===== src/rtl/display_pkg.sv =====
// Shared constants for the counter/display slice: digit width and the
// active-high 7-segment glyph table ({g,f,e,d,c,b,a}) for hex digits 0-F.
package display_pkg;

  localparam int unsigned DIGIT_W = 4;

  localparam logic [6:0] SEG_OFF = 7'b0000000;

  // Packed with digit F in the top slot so SEG_TABLE[n] is the glyph for n.
  localparam logic [15:0][6:0] SEG_TABLE = {
    7'b1110001,  // F
    7'b1111001,  // E
    7'b1011110,  // d
    7'b0111001,  // C
    7'b1111100,  // b
    7'b1110111,  // A
    7'b1101111,  // 9
    7'b1111111,  // 8
    7'b0000111,  // 7
    7'b1111101,  // 6
    7'b1101101,  // 5
    7'b1100110,  // 4
    7'b1001111,  // 3
    7'b1011011,  // 2
    7'b0000110,  // 1
    7'b0111111   // 0
  };

endpackage


===== src/rtl/bcd_display_scanner_if.sv =====
// Digit-word / display-pin bundle between the counter datapath (master)
// and the display scanner (slave).
interface bcd_display_scanner_if
  import display_pkg::*;
#(
  parameter int unsigned NUM_DIGITS = 4
);

  logic [NUM_DIGITS-1:0][DIGIT_W-1:0] digits_in;
  logic [NUM_DIGITS-1:0]              dp_in;
  logic                               load;
  logic                               blank_lz;
  logic [6:0]                         seg;
  logic                               dp;
  logic [NUM_DIGITS-1:0]              an;
  logic                               frame_done;

  modport master (
    output digits_in, dp_in, load, blank_lz,
    input  seg, dp, an, frame_done
  );

  modport slave (
    input  digits_in, dp_in, load, blank_lz,
    output seg, dp, an, frame_done
  );

endinterface


===== src/rtl/hex_to_seg.sv =====
// Combinational 4-bit to 7-segment decoder with blanking; output is in
// pin polarity so counter top-levels can drive segment pins directly.
module hex_to_seg
  import display_pkg::*;
#(
  parameter int unsigned SEG_ACTIVE_LOW = 1
) (
  input  logic [DIGIT_W-1:0] hex,
  input  logic               blank,
  output logic [6:0]         seg
);

  logic [6:0] seg_hi;

  always_comb begin
    seg_hi = blank ? SEG_OFF : SEG_TABLE[hex];
    seg    = (SEG_ACTIVE_LOW != 0) ? ~seg_hi : seg_hi;
  end

endmodule


===== src/rtl/bcd_display_scanner.sv =====
// Double-buffered, time-multiplexed 7-segment scanner: latches a digit word
// on load, swaps it in at frame boundaries, and lights one digit at a time.
module bcd_display_scanner
  import display_pkg::*;
#(
  parameter int unsigned NUM_DIGITS     = 4,
  parameter int unsigned REFRESH_DIV    = 50_000,
  parameter int unsigned SEG_ACTIVE_LOW = 1,
  parameter int unsigned AN_ACTIVE_LOW  = 1
) (
  input  logic                   clk,
  input  logic                   reset,
  bcd_display_scanner_if.slave   bus
);

  localparam int unsigned PW = (REFRESH_DIV > 1) ? $clog2(REFRESH_DIV) : 1;
  localparam int unsigned IW = (NUM_DIGITS > 1) ? $clog2(NUM_DIGITS) : 1;

  localparam logic [PW-1:0]         PRE_LAST = PW'(REFRESH_DIV - 1);
  localparam logic [IW-1:0]         IDX_LAST = IW'(NUM_DIGITS - 1);
  localparam logic [6:0]            SEG_IDLE = (SEG_ACTIVE_LOW != 0) ? 7'h7F : 7'h00;
  localparam logic                  DP_IDLE  = (SEG_ACTIVE_LOW != 0);
  localparam logic [NUM_DIGITS-1:0] AN_IDLE  = (AN_ACTIVE_LOW != 0) ? {NUM_DIGITS{1'b1}}
                                                                    : {NUM_DIGITS{1'b0}};

  logic [PW-1:0] prescaler;
  logic [IW-1:0] idx;
  logic          tick;
  logic          wrap;

  logic [NUM_DIGITS-1:0][DIGIT_W-1:0] staging;
  logic [NUM_DIGITS-1:0]              staging_dp;
  logic [NUM_DIGITS-1:0][DIGIT_W-1:0] shadow;
  logic [NUM_DIGITS-1:0]              shadow_dp;
  logic                               pending;

  logic [DIGIT_W-1:0]    cur_digit;
  logic                  cur_blank;
  logic [NUM_DIGITS-1:0] lz;
  logic                  all_zero;
  logic [NUM_DIGITS-1:0] onehot;
  logic [NUM_DIGITS-1:0] an_next;
  logic [6:0]            seg_next;
  logic                  dp_next;

  logic [6:0]            seg_q;
  logic                  dp_q;
  logic [NUM_DIGITS-1:0] an_q;
  logic                  frame_done_q;

  assign tick = (prescaler == PRE_LAST);
  assign wrap = tick && (idx == IDX_LAST);

  always_ff @(posedge clk or negedge reset) begin
    if (!reset) begin
      prescaler <= '0;
      idx       <= '0;
    end else begin
      prescaler <= tick ? '0 : prescaler + 1'b1;
      if (tick) begin
        idx <= (idx == IDX_LAST) ? '0 : idx + 1'b1;
      end
    end
  end

  // The load update comes after the swap so a load on the wrap edge
  // re-arms pending for the next frame instead of being cleared.
  always_ff @(posedge clk or negedge reset) begin
    if (!reset) begin
      staging    <= '0;
      staging_dp <= '0;
      shadow     <= '0;
      shadow_dp  <= '0;
      pending    <= 1'b0;
    end else begin
      if (wrap && pending) begin
        shadow    <= staging;
        shadow_dp <= staging_dp;
        pending   <= 1'b0;
      end
      if (bus.load) begin
        staging    <= bus.digits_in;
        staging_dp <= bus.dp_in;
        pending    <= 1'b1;
      end
    end
  end

  // lz[i]: digits i..NUM_DIGITS-1 of the shown word are all zero.
  always_comb begin
    all_zero = 1'b1;
    lz       = '0;
    for (int unsigned k = 0; k < NUM_DIGITS; k++) begin
      all_zero = all_zero & (shadow[NUM_DIGITS-1-k] == '0);
      lz[NUM_DIGITS-1-k] = all_zero;
    end
    lz[0] = 1'b0;
  end

  always_comb begin
    cur_digit   = shadow[idx];
    cur_blank   = bus.blank_lz & lz[idx];
    onehot      = '0;
    onehot[idx] = 1'b1;
    an_next     = (AN_ACTIVE_LOW != 0) ? ~onehot : onehot;
    dp_next     = shadow_dp[idx] ^ DP_IDLE;
  end

  hex_to_seg #(
    .SEG_ACTIVE_LOW (SEG_ACTIVE_LOW)
  ) u_dec (
    .hex   (cur_digit),
    .blank (cur_blank),
    .seg   (seg_next)
  );

  always_ff @(posedge clk or negedge reset) begin
    if (!reset) begin
      seg_q        <= SEG_IDLE;
      dp_q         <= DP_IDLE;
      an_q         <= AN_IDLE;
      frame_done_q <= 1'b0;
    end else begin
      seg_q        <= seg_next;
      dp_q         <= dp_next;
      an_q         <= an_next;
      frame_done_q <= wrap;
    end
  end

  assign bus.seg        = seg_q;
  assign bus.dp         = dp_q;
  assign bus.an         = an_q;
  assign bus.frame_done = frame_done_q;

endmodule


===== src/flat_wrapper.sv =====
// flat-port wrapper written by rule: the top's interface ports become plain ports
module bcd_display_scanner_flat import display_pkg::*;
#(
  parameter int unsigned NUM_DIGITS     = 4,
  parameter int unsigned REFRESH_DIV    = 50_000,
  parameter int unsigned SEG_ACTIVE_LOW = 1,
  parameter int unsigned AN_ACTIVE_LOW  = 1
)
  (clk, reset, bus_digits_in, bus_dp_in, bus_load, bus_blank_lz, bus_seg, bus_dp, bus_an, bus_frame_done);
  bcd_display_scanner_if #(.NUM_DIGITS(NUM_DIGITS)) bus_i ();
  input  logic clk;
  input  logic reset;
  input wire logic [$bits(bus_i.digits_in)-1:0] bus_digits_in;
  input wire logic [$bits(bus_i.dp_in)-1:0] bus_dp_in;
  input wire logic [$bits(bus_i.load)-1:0] bus_load;
  input wire logic [$bits(bus_i.blank_lz)-1:0] bus_blank_lz;
  output wire logic [$bits(bus_i.seg)-1:0] bus_seg;
  output wire logic [$bits(bus_i.dp)-1:0] bus_dp;
  output wire logic [$bits(bus_i.an)-1:0] bus_an;
  output wire logic [$bits(bus_i.frame_done)-1:0] bus_frame_done;
  assign bus_i.digits_in = bus_digits_in;
  assign bus_i.dp_in = bus_dp_in;
  assign bus_i.load = bus_load;
  assign bus_i.blank_lz = bus_blank_lz;
  assign bus_seg = bus_i.seg;
  assign bus_dp = bus_i.dp;
  assign bus_an = bus_i.an;
  assign bus_frame_done = bus_i.frame_done;
  bcd_display_scanner #(.NUM_DIGITS(NUM_DIGITS), .REFRESH_DIV(REFRESH_DIV), .SEG_ACTIVE_LOW(SEG_ACTIVE_LOW), .AN_ACTIVE_LOW(AN_ACTIVE_LOW)) u_core (.clk(clk), .reset(reset), .bus(bus_i));
endmodule

===== config.mk =====
export PLATFORM = sky130hd
export DESIGN_NAME = bcd_display_scanner_flat
export DESIGN_NICKNAME = d
export VERILOG_FILES = /design/src/rtl/display_pkg.sv /design/src/rtl/bcd_display_scanner_if.sv /design/src/rtl/hex_to_seg.sv /design/src/rtl/bcd_display_scanner.sv /design/src/flat_wrapper.sv
export SDC_FILE = /design/constraint.sdc
export NUM_CORES = 1
export LEC_CHECK = 0
export ABC_CLOCK_PERIOD_IN_PS = 2700
export CORE_MARGIN = 2
export CORE_UTILIZATION = 55
export DETAILED_ROUTE_END_ITERATION = 8
export GPL_TIMING_DRIVEN = 0
export PLACE_DENSITY = 0.78
export SLEW_MARGIN = 20
export SYNTH_ARGS = -nofsm -noshare
export SYNTH_HDL_FRONTEND = slang
export SYNTH_SLANG_ARGS = --single-unit

===== constraint.sdc =====
create_clock -name clk -period 2.7 [get_ports clk]
set_clock_uncertainty 0.15 [all_clocks]
set_input_delay 0.405 -clock clk [delete_from_list [all_inputs] [get_ports clk]]
set_output_delay 0.405 -clock clk [all_outputs]
set_load 0.05 [all_outputs]

Fig. 1: placed cells, one color a class
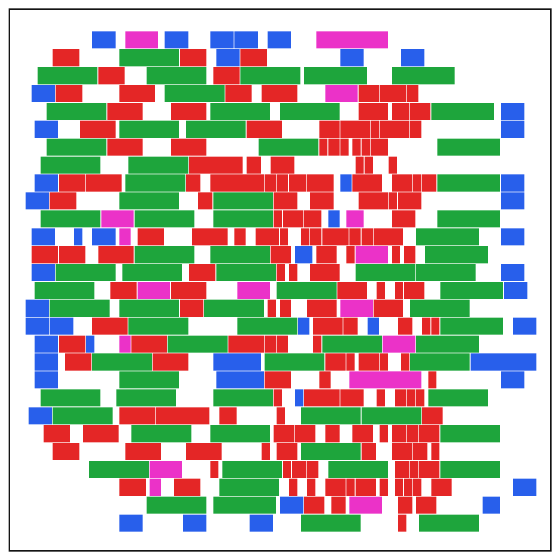
| class | color | cells |
|---|---|---|
| combinational and other logic | red | 172 |
| other buffers and delay cells | blue | 48 |
| clock drivers and dummy loads | magenta | 16 |
| flops | green | 72 |

Fig. 2: clock wiring as the flow saved it
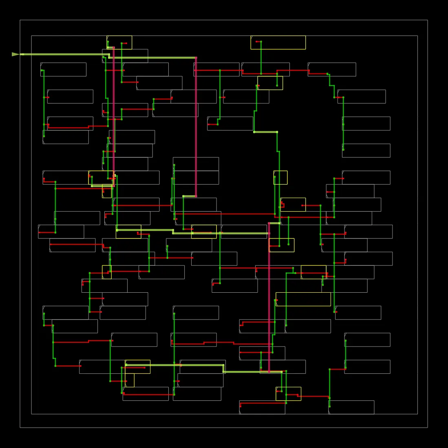
Sink Count: 72
Worst-Skew Late Latency: 0.35 ns
flop count: 72

Fig. 3: register map, names as in the netlist
Bar = 20 um. Other sequential cells in the stronger gray, the rest of the logic in the fainter gray.
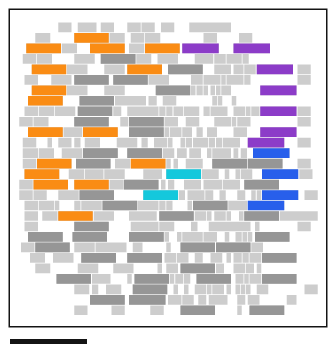
| signal | color | placed flops |
|---|---|---|
| `u_core.bus.seg` | purple | 7 |
| `u_core.bus.an` | blue | 4 |
| `u_core.staging` | orange | 16 |
| `u_core.idx` | cyan | 2 |

==> CHANGELOG.md <==
### Changed

- Hold path cells: 1
- Final worst slack: between 0.3 and 0.4 ns
- Unrepaired setup endpoints after global routing: false
- Post-Synth AOI/OAI Area: 0.0411
- Final WL: just under 6 mm
- # Cells Yosys: approximately 250
- Reg2Reg Depth: 8
- Peak VDD IR: around 470 uV
- Worst-Margin Slew: 0.603 ns
- Post-layout net count: roughly 340
- Crit path launch type: flip-flop
- CTS resizes: 0
- Sw power: between 400 and 500 uW
- Die area: a little under 7000 um2
- Status: complete, no violations
- Critical path fanouts, max: 7
- Post-CTS Setup Bufs: 0
- Fa+ha+maj area frac: 0.0411
- F_max: 0.430 GHz
- Hold Path Class: flip-flop to flip-flop
- Most frequent logic cells in the routed design: dfrtp_1 (60), clkdlybuf4s50_1 (35), mux2_2 (23)
- Register area: between 1500 and 2000 um2
- FF+latch count, synth: between 70 and 80
- Leading cell type by number of instances after synthesis: dfrtp_1
- FP Rows: 28
- Nature of the critical path endpoint: flip-flop
- R2R Path Start: u_core.idx[0]$_DFFE_PN0N_
- Sw Share: 0.210
- CTS Hold Bufs: 1
- Setup Viol. Count Final: 0
- Slowest cell on the critical path: mux4_2
- Fin crit share: 0.862
- Final core occ: 0.686
- Crit path buf inv count: 2
- Crit path from: u_core.idx[0]$_DFFE_PN0N_
- Final instance area: around 4100 um2
- GR Overflow Total: 0
- MI comb area: 1410 um2
- CP Depth: 8
- Die W: 82.1 um
- Filler Cell Count: approximately 420
- Clock root cell: clkbuf_8
- Sequential power share: 0.519
- Mapped Area: approximately 3400 um2
- Residual DRC: 0
- Clock buffer count from CTS: 9
- Vias in the first global route: 2,099
- Seq group: approximately 1.1 mW
- GPL Wtd Cong: between 0.8 and 0.9
- Floorplan utilization: 0.566
- Wire per inst: approximately 15 um
- Non-Filler Instances: 383
Fig. 4: cell sizes after repair
Bar = 20 um.
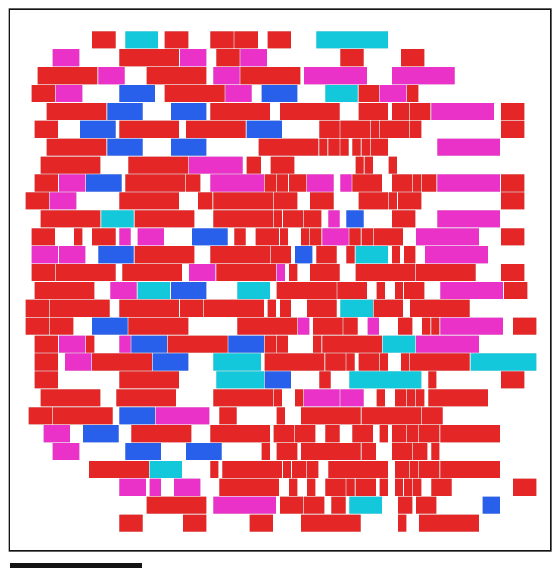
| size | color | cells |
|---|---|---|
| _0 and _1 cells | red | 221 |
| _2 cells | magenta | 48 |
| _3 and _4 cells | blue | 24 |
| _6 and larger | cyan | 15 |

Fig. 5: routed clock nets over the placement
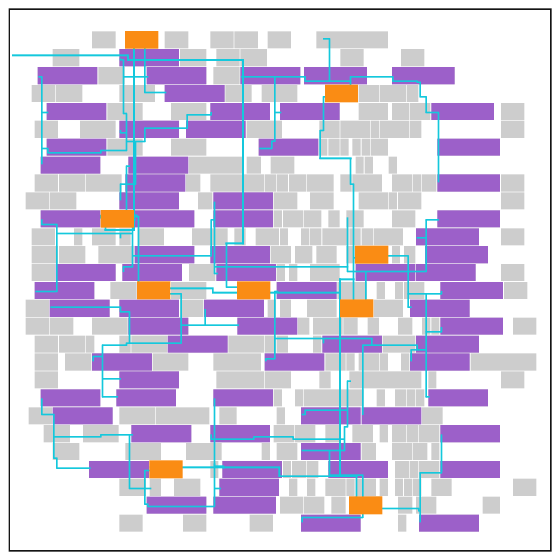
[flip-flops] purple | count: 72
[clock drivers] orange | count: 9
[clock wires] cyan | length: 899 um
routed clock nets: 10
flops lie: all over the die
clock power share: 0.435
Power Clock: 943 uW

## routing by layer
| metal | share of wire | global-route usage | up-vias | wire length (um) |
|---|---|---|---|---|
| met5 | 0 | 0 | - | 0 |
| li1 | - | - | 986 | - |
| met4 | 0.015 | 0.0867 | 0 | 85 |
| met1 | 0.48 | 0.279 | 1037 | 2740 |
| met3 | 0.035 | 0.0604 | 8 | 201 |
| met2 | 0.47 | 0.304 | 39 | 2740 |
## area by class of cell
type | count | area share
plain buffers | 10 | 0.0194
clock buffers | 10 | 0.0339
clock inverters | 6 | 0.0203
inverters | 13 | 0.0120
multi-input cells | 159 | 0.346
flip-flops and latches | 72 | 0.447
well taps | 75 | 0.0231
repair buffers | 38 | 0.0974
Power figures rest on the tool's default switching activity, not on a simulated workload.
